Design regfile_wb_ctrl_flat, sky130hd; sources not shown.
Fig. 1: clock distribution
Scale bar: 50 um.
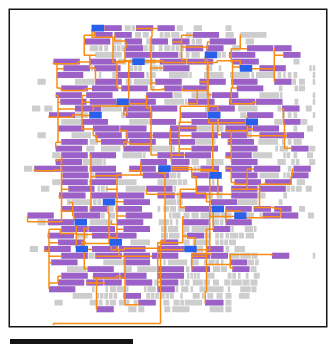
[purple] flip-flops | count: 190
[blue] clock-net drivers | count: 17
[orange] clock wires | length: 1840 um
flops lie	all over the die
clock group power: 1950 uW
Clock power frac: 19.1%

Fig. 2: zoomed window
Window x 44 to 84, y 44 to 84 um. Cells in gray, sequential cells in the stronger gray; small squares are vias.
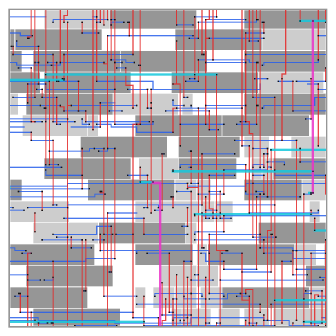
color	layer
cyan	M3
red	M2
magenta	M4
blue	M1
cells with their middle in the window	64
sequential cells in the window	29
most frequent	edfxtp_1 (24), mux4_2 (8)

Fig. 3: wiring heat map
Scale bar: 50 um. 26 x 26 tiles, from white (low) to dark blue (high), scaled to the fullest tile. Values are wire area over tile area, all layers added.
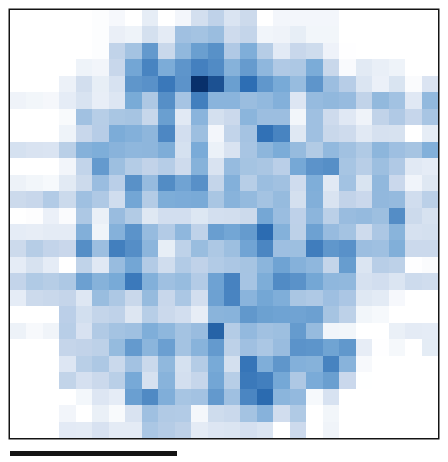
nearly empty tiles	18%
fullest tile	0.49
mean over tiles	0.13
tiles over half the peak	14%
final WL: 13600 um
DR vias: 3935

Fig. 4: the metal 3 layer
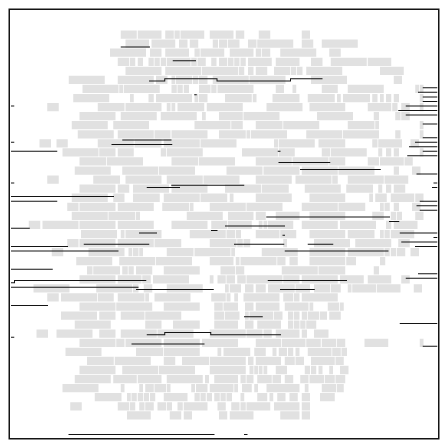
wire length on this layer	858 um
nets with wire on the layer	53
main direction	horizontal
share of all routed wire	6.3%
met3 GRT Util: 5.56%

==> Changelog: implementation <==
## Flow update

- RSZ-0062 raised after global routing: false
- Met1 wire length: 5370 um
- Drt pass-1 iters: 4
- Pleak: 0.00290 uW
- GRT busiest layer: met2
- Worst setup margin: 0.293 ns
- NonClk Buf Share: a little under a tenth
- Area-dominant class: flip-flops and latches
- Ao+oa area frac: 4.64%
- CTS tree: done
- Core box area: 14000 um^2
- Gr usage total: 17.5%
- I/O Pins: 88
- P_int: around 5800 uW
- Die Span X: 128 um
- Ratio of cells with drive above 1 in the final layout: 25.0%
- Top sig layer: met4
- Area after DPL: 7770 um^2
- Gate Area: 1860 um^2
- Bufs w/o clock: slightly below 90
- Most frequent logic cell in the layout: edfxtp_1
- Clock-cell share of area: 4.78%
- ANT cells: 1
- Latency at later pin: 0.45 ns
- Max-Slew Margin vs Limit: 37.1%
- Vias in the first global route: approximately 4200
- Final setup viols: 0
- Final period util: 88.7%
- Global routing usage on met1: 20.6%
- Yosys warns: 0
- # DRC: 0
- Yosys xor share: 0.483%
- Fin util: 60.9%
- Number of synthesized flops with an enable pin: 140
- Critical path's most frequent cell: inv_1
- P_sw: between 4000 and 5000 uW
- Setup TNS: 0 ns
- Top Layout Cells: edfxtp_1 (140), buf_4 (50), dfxtp_1 (45)
- Cells after synthesis: approximately 440
- Logic Gate Count: between 200 and 250
- Outcome: completed
- Post_cts resized: 0
- Critical path, cell by cell: inv_1 -> ha_1 -> nor4bb_1 -> inv_1 -> ha_1 -> inv_1 -> fa_1 -> xor2_1 -> or3_1 -> a21oi_1
- Seq area share: between 60 and 70%
- Setup Buffers After CTS: 0
- Die Ht: roughly 130 um
- # clk buffers: 19
- Post-DRT Antenna Nets: 0
- Post-DP HPWL: 8530 um
- DIE AREA: approximately 16000 um^2
- CP endpoint kind: register
- Syn Std Cell Area: slightly above 7000 um^2
- Chip Area, Yosys: 7250 um^2
- Final hold vios: 0
- Critical path depth in cells: 10
- Final instance area: 8560 um^2
- Worst-Margin Slew: 0.943 ns
- Sequential share of power: between 30% and 40%
- Biggest area cells: edfxtp_1 (58%), dfxtp_1 (14%), mux4_2 (11%)
- Tool Warnings: 34
- CP Max Fanout: 5
- DR WL met3: between 800 and 900 um
- Register area share after synthesis: a little under three quarters
- CTS clk-pin slew, worst paths: approximately 0.090 ns
- Basic Gates by Area: 6.33%
- CP max stage delay: 0.38 ns
- MUX share of area: 11.0%
- Synth area leader: edfxtp_1
- Fmax: 0.433 GHz
- Gpl congestion: between 0.7 and 0.8
- Count leader, synth: edfxtp_1
- Synth top area share: 58.0%
- Critical-path top delay cell: nor4bb_1
- Hold WS: 0.0739 ns
- Power Combinational: 4370 uW
- Register area: 5210 um^2
- Max reg flops: ~130
- Worst vdd ir: between 0.5 and 0.6 mV
- Combinational Power Share: 42.6%
- TritonCTS buffer count: 17
- Async SR Flop Fraction: 0%
- H-tree levels: 4
- Initial drt markers: 276
- Sw Ratio: 43.2%
Power is estimated from default activity; no workload was simulated.
